File: config.mk
export PLATFORM = sky130hd
export DESIGN_NAME = ddr4_act_scheduler
export DESIGN_NICKNAME = d
export VERILOG_FILES = /design/src/rtl/ddr4_act_scheduler.sv
export SDC_FILE = /design/constraint.sdc
export NUM_CORES = 1
export LEC_CHECK = 0
export ABC_AREA = 1
export CORE_AREA = 2 2 149 151
export DETAILED_ROUTE_END_ITERATION = 8
export DIE_AREA = 0 0 151 153
export PLACE_DENSITY = 0.87
export SYNTH_ARGS = -nofsm -noshare
export SYNTH_HDL_FRONTEND = slang
export SYNTH_SLANG_ARGS = --single-unit
File: constraint.sdc
create_clock -name ck_t -period 6.05 [get_ports ck_t]
set_input_delay 1.21 -clock ck_t [delete_from_list [all_inputs] [get_ports ck_t]]
set_output_delay 1.21 -clock ck_t [all_outputs]
set_load 0.02 [all_outputs]
File: src/rtl/ddr4_act_scheduler.sv
// DDR4 activate scheduler: bank-group-interleaved round-robin ACT issue under tRRD_S/tRRD_L/tFAW.
// Latency: an eligible request in cycle N drives its ACT on the bus in cycle N+1, for one cycle.
// Backpressure: a request is held by its requester until its req_ready pulse; open banks wait for bank_close.
// Ports: ck_t/reset (sync, active-high); req_valid/req_row per-bank requests; req_ready one-hot grant;
//        bank_close precharge notify; bank_open per-bank state; cs_n/act_n/A/bg/ba registered ACT command bus.
module ddr4_act_scheduler #(
  parameter int BGWIDTH   = 2,
  parameter int BAWIDTH   = 2,
  parameter int ADDRWIDTH = 17,
  parameter int TRRD_S    = 4,
  parameter int TRRD_L    = 6,
  parameter int TFAW      = 20,
  localparam int BANKGROUPS = 2**BGWIDTH,
  localparam int NBANKS     = BANKGROUPS * (2**BAWIDTH)
) (
  input  logic                        ck_t,
  input  logic                        reset,
  input  logic [NBANKS-1:0]           req_valid,
  input  logic [NBANKS*ADDRWIDTH-1:0] req_row,
  output logic [NBANKS-1:0]           req_ready,
  input  logic [NBANKS-1:0]           bank_close,
  output logic [NBANKS-1:0]           bank_open,
  output logic                        cs_n,
  output logic                        act_n,
  output logic [ADDRWIDTH-1:0]        A,
  output logic [BGWIDTH-1:0]          bg,
  output logic [BAWIDTH-1:0]          ba
);

  localparam int PW = BGWIDTH + BAWIDTH;
  localparam int RW = $clog2(TRRD_L + 1);
  localparam int FW = $clog2(TFAW + 1);

  logic [RW-1:0]        rrd_s_q, rrd_s_d;
  logic [RW-1:0]        rrd_l_q [BANKGROUPS];
  logic [RW-1:0]        rrd_l_d [BANKGROUPS];
  logic [FW-1:0]        faw_q   [4];
  logic [FW-1:0]        faw_d   [4];
  logic [1:0]           faw_wp_q, faw_wp_d;
  logic [PW-1:0]        rr_ptr_q, rr_ptr_d;
  logic                 cs_n_q, cs_n_d, act_n_q, act_n_d;
  logic [ADDRWIDTH-1:0] a_q, a_d;
  logic [BGWIDTH-1:0]   bg_q, bg_d;
  logic [BAWIDTH-1:0]   ba_q, ba_d;
  logic [NBANKS-1:0]    req_ready_q, req_ready_d;
  logic [NBANKS-1:0]    bank_open_q, bank_open_d;

  logic [ADDRWIDTH-1:0] row_arr [NBANKS];
  logic                 slot_free;
  logic [PW-1:0]        scan_pos;
  logic [BGWIDTH-1:0]   scan_bg;
  logic [BAWIDTH-1:0]   scan_ba;
  logic                 gnt_vld;
  logic [PW-1:0]        gnt_pos;
  logic [BGWIDTH-1:0]   gnt_bg;
  logic [BAWIDTH-1:0]   gnt_ba;

  for (genvar g = 0; g < NBANKS; g++) begin : g_row
    assign row_arr[g] = req_row[g*ADDRWIDTH +: ADDRWIDTH];
  end

  // tRRD_S and the oldest tFAW slot gate every bank alike, so test them once.
  assign slot_free = (rrd_s_q == '0) && (faw_q[faw_wp_q] == '0);

  // Scan positions from rr_ptr. The low position bits select the bank group, so
  // adjacent positions hop groups and back-to-back grants mostly hit tRRD_S.
  always_comb begin
    scan_pos = '0;
    scan_bg  = '0;
    scan_ba  = '0;
    gnt_vld  = 1'b0;
    gnt_pos  = '0;
    gnt_bg   = '0;
    gnt_ba   = '0;
    for (int o = 0; o < NBANKS; o++) begin
      scan_pos = rr_ptr_q + PW'(o);
      scan_bg  = scan_pos[BGWIDTH-1:0];
      scan_ba  = scan_pos[PW-1:BGWIDTH];
      if (!gnt_vld && slot_free && req_valid[{scan_bg, scan_ba}] &&
          !bank_open_q[{scan_bg, scan_ba}] && rrd_l_q[scan_bg] == '0) begin
        gnt_vld = 1'b1;
        gnt_pos = scan_pos;
        gnt_bg  = scan_bg;
        gnt_ba  = scan_ba;
      end
    end
  end

  always_comb begin
    rrd_s_d = (rrd_s_q != '0) ? rrd_s_q - RW'(1) : '0;
    for (int g = 0; g < BANKGROUPS; g++) begin
      rrd_l_d[g] = (rrd_l_q[g] != '0) ? rrd_l_q[g] - RW'(1) : '0;
    end
    for (int f = 0; f < 4; f++) begin
      faw_d[f] = (faw_q[f] != '0) ? faw_q[f] - FW'(1) : '0;
    end
    faw_wp_d    = faw_wp_q;
    rr_ptr_d    = rr_ptr_q;
    cs_n_d      = 1'b1;
    act_n_d     = 1'b1;
    a_d         = '0;
    bg_d        = '0;
    ba_d        = '0;
    req_ready_d = '0;
    bank_open_d = bank_open_q & ~bank_close;
    if (gnt_vld) begin
      cs_n_d           = 1'b0;
      act_n_d          = 1'b0;
      a_d              = row_arr[{gnt_bg, gnt_ba}];
      bg_d             = gnt_bg;
      ba_d             = gnt_ba;
      req_ready_d      = NBANKS'(1) << {gnt_bg, gnt_ba};
      // A close arriving on the grant edge is stale: the new row wins.
      bank_open_d      = bank_open_d | req_ready_d;
      rrd_s_d          = RW'(TRRD_S - 1);
      rrd_l_d[gnt_bg]  = RW'(TRRD_L - 1);
      faw_d[faw_wp_q]  = FW'(TFAW - 1);
      faw_wp_d         = faw_wp_q + 2'd1;
      rr_ptr_d         = gnt_pos + PW'(1);
    end
  end

  always_ff @(posedge ck_t) begin
    if (reset) begin
      rrd_s_q     <= '0;
      for (int g = 0; g < BANKGROUPS; g++) rrd_l_q[g] <= '0;
      for (int f = 0; f < 4; f++) faw_q[f] <= '0;
      faw_wp_q    <= '0;
      rr_ptr_q    <= '0;
      cs_n_q      <= 1'b1;
      act_n_q     <= 1'b1;
      a_q         <= '0;
      bg_q        <= '0;
      ba_q        <= '0;
      req_ready_q <= '0;
      bank_open_q <= '0;
    end else begin
      rrd_s_q     <= rrd_s_d;
      for (int g = 0; g < BANKGROUPS; g++) rrd_l_q[g] <= rrd_l_d[g];
      for (int f = 0; f < 4; f++) faw_q[f] <= faw_d[f];
      faw_wp_q    <= faw_wp_d;
      rr_ptr_q    <= rr_ptr_d;
      cs_n_q      <= cs_n_d;
      act_n_q     <= act_n_d;
      a_q         <= a_d;
      bg_q        <= bg_d;
      ba_q        <= ba_d;
      req_ready_q <= req_ready_d;
      bank_open_q <= bank_open_d;
    end
  end

  assign cs_n      = cs_n_q;
  assign act_n     = act_n_q;
  assign A         = a_q;
  assign bg        = bg_q;
  assign ba        = ba_q;
  assign req_ready = req_ready_q;
  assign bank_open = bank_open_q;

endmodule

==> run_1/port_trees.png <==
(3 px per um)
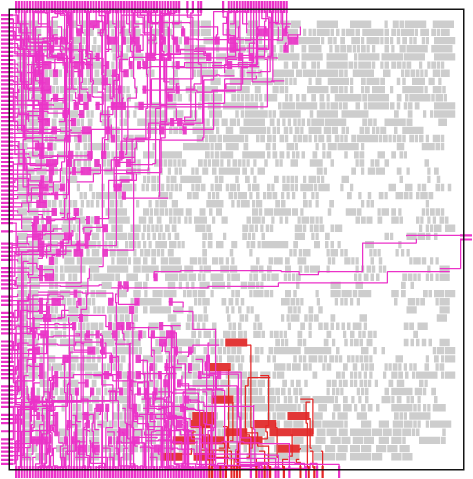
[red] req_ready | direction: output | end cells: 16 | buffers: 16 | wire: 374 um
[magenta] req_row | direction: input | end cells: 272 | buffers: 272 | wire: 9460 um
Port Buffers: 360
Ports: 361

==> run_1/clock_wires.png <==
(3 px per um)
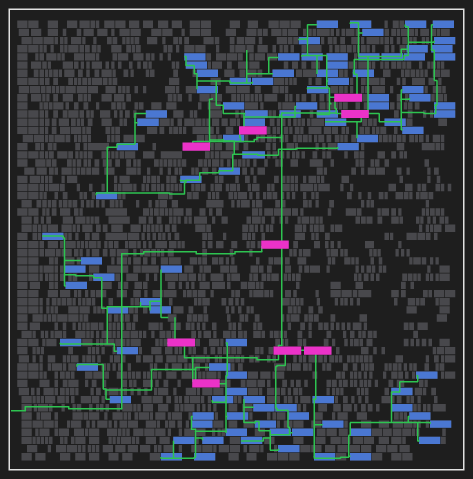
[blue] flip-flops | count: 99
[magenta] clock-net drivers | count: 9
[green] clock wires | length: 1440 um
routed clock nets: 10
flops lie: all over the die
Clock Skew: 0.01140 ns
Insertion Delay late pin: 0.36 ns

==> reports/results.txt, run 1 <==
status: finished, final reports clean
post-CTS setup buffers: 0
share of post-route cells with drive strength above 1: 5.296%
CTS resizes: 0
initial antenna violation count: 5
fin worst setup slack: 0.4841 ns
remaining antenna violation count after routing: 0
Synth Net Count: 2126
Critical R2R Capture: A[4]
max incr delay on CP: 0.67 ns
tool warning count: 45
routed length per instance: 20.00 um
max-cap viol count: 0
cells in synth_stat.txt: 1793
DR WL met2: 22690 um
Place WS: 0.1996 ns
Setup Viol. Count Final: 0
core box area: 21490 um2
post-synthesis cell type count: 51
max-slew violations: 0
chip area: 23100 um2
Synth flops: 99
Slew @ Worst Pin: 0.8778 ns
Metal-1 WL: 18140 um
met3 WL: 4353 um
Max Fclk: 0.1797 GHz
Hold Path Origin: faw_q[3][0]
fraction of the mapped netlist area in adder cells: 3.389%
hpwl dp: 38580 um
crit path max fanout: 35
area reported by Yosys stat: 9970 um2
via count: 13609
Die Wd: 151 um
Startpoint Class: flop
largest net degree at the start of global routing: 55
Simple Share, Synth: 46.06%
Hold Buf Count CTS: 0
dominant kind of combinational cell: simple AND/OR/NAND/NOR gates
asr flop ratio synth: 0%
CTS buffer count: 9
Worst R2R Start: rr_ptr_q[2]
Placement Cell Area: 13850 um2
crit path DRT: 6.36 ns
Worst Hold Endpoint: faw_q[3][0]
# rows: 54
final hold vios: 0
Setup TNS Final: 0 ns
height of the die: 153 um
top area contributor share: 25.56%
type of the worst setup path: reg2reg
Synth area leaders: nand2_1 (26%), dfxtp_1 (20%), nand3_1 (11%)
clock-pin slew on the worst setup and hold paths: 0.08 ns
max reg flops: 20
DRC Markers: 0
Min-Delay Path Class: reg2reg
R2R depth: 24
final worst path period share: 92.00%
first-pass GRT wire length: 72180 um
Final Instance Area: 14150 um2
top cell type by total area after synthesis: nand2_1
crit path launch: rr_ptr_q[2]
CP max stage cell: o211ai_1
DRT iter0 DRCs: 1264
vias in the first global route: 12764
flop-to-flop setup slack: 0.48 ns
CP cell instances: inv_4 > ha_1 > clkinv_1 > o211ai_1 > nand2_1 > a221o_1 > nand2_1 > a31oi_1 > inv_1 > nand2_1 > a21oi_4 > nand4_2 > nor3_2 > nand3_1 > nor2_4 > nor2_1 > nand3_2 > nand2_4 > nor2_4 > buf_4 > nand2_1 > nand3b_1 > nand3_1 > nand2_1
clock buffer depth: 2
number of cells on the worst hold path: 1
crit end category: flop
xor+xnor area frac: 1.230%
Tmin final: 5.566 ns
ys flop type: dfxtp_1
nets: 2443
Final Wtd Congestion: 1.040
WHS: 0.4574 ns
==> run_1/congestion_map.png <==
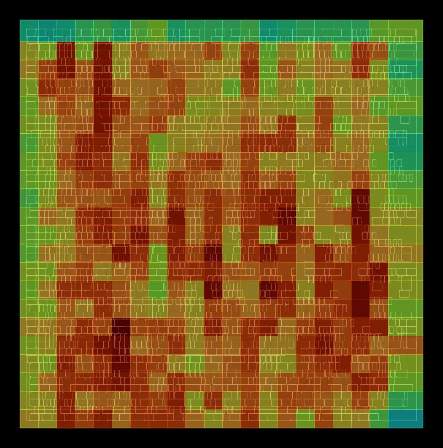
M1 GR Usage: 49.46%
GRT busiest layer: met2
Total GRT Usage: 40.72%

==> run_1/gates.png <==
(2 px per um)
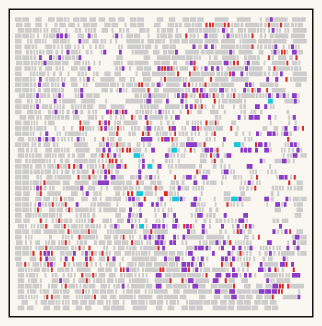
[purple] aoi and oai cells | cells: 286 | where: all over the die
[red] inv cells | cells: 184 | where: all over the die
[cyan] non-inverting ao/oa cells | cells: 9 | where: center
non-filler cells, final: 2400
combinational share of cell area: 48.28%
most used logic cell in the final layout: nand2_1

## run 1: synthesized netlist by cell type (all sizes together), types with 2 or more instances
cell / n
dfxtp: 99
clkinv: 4
mux2i: 2
o21ai: 160
xnor2: 8
o22ai: 3
a221o: 4
o211ai: 29
o21a: 2
and3: 5
xor2: 6
nor3: 5
buf: 69
inv: 180
or2: 9
clkbuf: 25
o32ai: 16
nand3b: 19
o31ai: 7
nand4: 13
nand2: 692
a31oi: 5
a21oi: 56
ha: 27
o2111ai: 4
nand3: 226
nor2: 108
o311ai: 3
## run 1: layer usage
layer | vias up | GRT usage, %
li1 | 6463 | -
met1 | 6219 | 49.46
met2 | 781 | 68.33
met3 | 146 | 7.910
met4 | 0 | 19.98
met5 | - | 0
## run 1: cell families (layout without fill, tap and decap cells)
logic type      after synthesis  count (layout)
other cells                   0               5
compound gates              295             295
xor+xnor                     14              14
mux                           2               2
flops                        99              99
buf+inv                     278             600
fa+ha+maj                    27              27
simple gates               1078            1078
## run 1: area by class of cell
class | instances | area [um2] | area share (%)
Sequential cell | 99 | 1984 | 14.03
Timing Repair Buffer | 400 | 3991 | 28.21
Multi-Input combinational cell | 1416 | 6830 | 48.28
Antenna cell | 5 | 12.51 | 0.08844
Inverter | 184 | 693.2 | 4.900
Clock inverter | 7 | 60.06 | 0.4245
Clock buffer | 9 | 225.2 | 1.592
Tap cell | 280 | 350.3 | 2.476
==> run_1/route_heat.png <==
(2 px per um) 30 x 31 tiles, from white (low) to dark blue (high), scaled to the fullest tile. Values are wire area over tile area, all layers added.
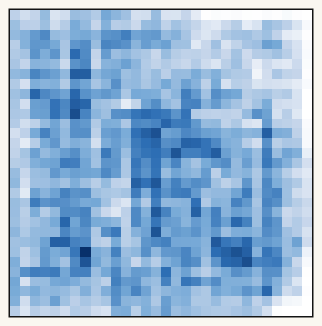

==> run 1 -> run 2 <==
==> constraint.sdc (replaced) <==
create_clock -name ck_t -period 6.05 [get_ports ck_t]
set_input_delay 1.815 -clock ck_t [delete_from_list [all_inputs] [get_ports ck_t]]
set_output_delay 1.815 -clock ck_t [all_outputs]
set_load 0.02 [all_outputs]
==> run_2/route_heat.png <==
(2 px per um) 30 x 31 tiles, from white (low) to dark blue (high), scaled to the fullest tile. Values are wire area over tile area, all layers added.
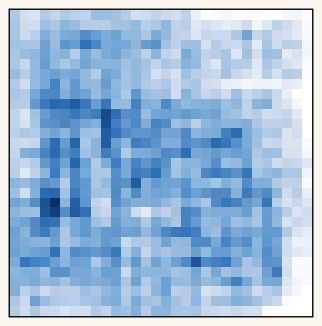
nearly empty tiles: 1.9%
tiles over half the peak: 31%
emptiest ninth of the die: upper right
fullest tile: 0.93
mean over tiles: 0.38
Routed WL: 50670 um
via count: 14233
Total GRT Usage: 41.35%
routed length per instance: 20.17 um

==> run_2/congestion_map.png <==
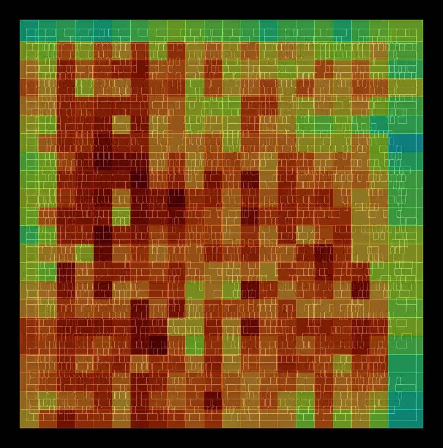
grt met2 use: 67.53%
fin util: 71.23%
met3 Track Usage GR: 7.075%
M1 GR Usage: 50.36%

==> reports/results.txt, run 2 <==
Worst Hold Endpoint: rrd_s_q[2]
clkbuf count: 10
flop-to-flop setup slack: 0.61 ns
max-slew violations: 0
core box area: 21490 um2
ant diodes: 8
flop share of the area: 12.95%
Slew @ Worst Pin: 0.7665 ns
Die Wd: 151 um
clock buffer depth: 2
max reg flops: 20
Final Instance Area: 15300 um2
chip area: 23100 um2
height of the die: 153 um
Worst R2R Start: rr_ptr_q[2]
nets: 2552
CP max stage cell: clkdlybuf4s50_1
top cell type by total area after synthesis: nand2_1
area reported by Yosys stat: 9970 um2
Ports: 361
vias in the first global route: 13222
final hold vios: 0
Final Wtd Congestion: 1.041
# rows: 54
Max-area cell class: logic gates
Setup Viol. Count Final: 0
flip-flop and latch count: 99
final worst path period share: 97.48%
number of cells on the worst hold path: 2
crit end category: flop
Clock Skew: 0.008803 ns
Hold Path Origin: rrd_s_q[2]
crit path DRT: 6.31 ns
initial antenna violation count: 8
Insertion Delay late pin: 0.36 ns
max incr delay on CP: 0.44 ns
clock-cell share of area: 1.978%
count of non-CTS buffers in the layout: 508
crit path max fanout: 16
share of post-route cells with drive strength above 1: 10.84%
combinational share of cell area: 45.40%
cells in synth_stat.txt: 1793
top area contributor share: 25.56%
Synth flops: 99
Place WS: -0.5042 ns
post-synthesis cell type count: 51
combinational gate area: 6948 um2
largest net degree at the start of global routing: 58
status: finished, final reports clean
FF+latch area: 1982 um2
Setup TNS Final: 0 ns
fin worst setup slack: 0.1524 ns
CTS buffer count: 9
[run 2: cell count changes in the layout (fill, tap and decap cells not counted), sizes merged]
cell and change:
buf +104, clkbuf +5, diode +3, inv -2, bufinv +1, clkdlybuf4s50 -1, dlymetal6s2s +1, nor2 +1
[run 2: worst max path at each step]
stage | startpoint | endpoint | slack (ns) | cells past startpoint
2_1_floorplan | rr_ptr_q[0] | A[11] | 0.78 | 40
3_3_place_gp | req_valid[13] | A[6] | -0.39 | 29
3_5_place_dp | req_valid[13] | A[6] | -0.50 | 29
4_1_cts | req_valid[13] | A[13] | 0.003 | 30
5_1_grt | req_valid[6] | A[9] | -0.05 | 35
6_report | req_valid[13] | A[6] | 0.15 | 33
[run 2: per-layer routing]
metal  GRT usage, %  vias to the layer above  share of wire, %
li1               -                     6697                 -
met3          7.075                      226               9.3
met2          67.53                      893                46
met4          25.19                        0               7.7
met5              0                        -                 0
met1          50.36                     6417                37
[run 2: kinds of logic after synthesis]
kind of cell / Yosys count / synth area share [%]
muxes: 2 / 0.2008
AOI/OAI and AO/OA: 295 / 17.56
DFF: 99 / 19.88
xor gates and xnor gates: 14 / 1.230
and+or+nand+nor: 1078 / 46.06
buffers and inverters: 278 / 11.68
adders and majority gates: 27 / 3.389
[run 2: repair_timing]
action,4_1_cts,5_1_grt
pin swaps,1,15
setup buffers,0,26
hold buffers,0,0
gates cloned,1,4
setup endpoints to repair,12,56
resized,1,46
[run 2: stage by stage]
stage | instances
2_1_floorplan | 1793
6_report | 2512
5_1_grt | 2512
4_1_cts | 2474
3_5_place_dp | 2457
3_3_place_gp | 2457
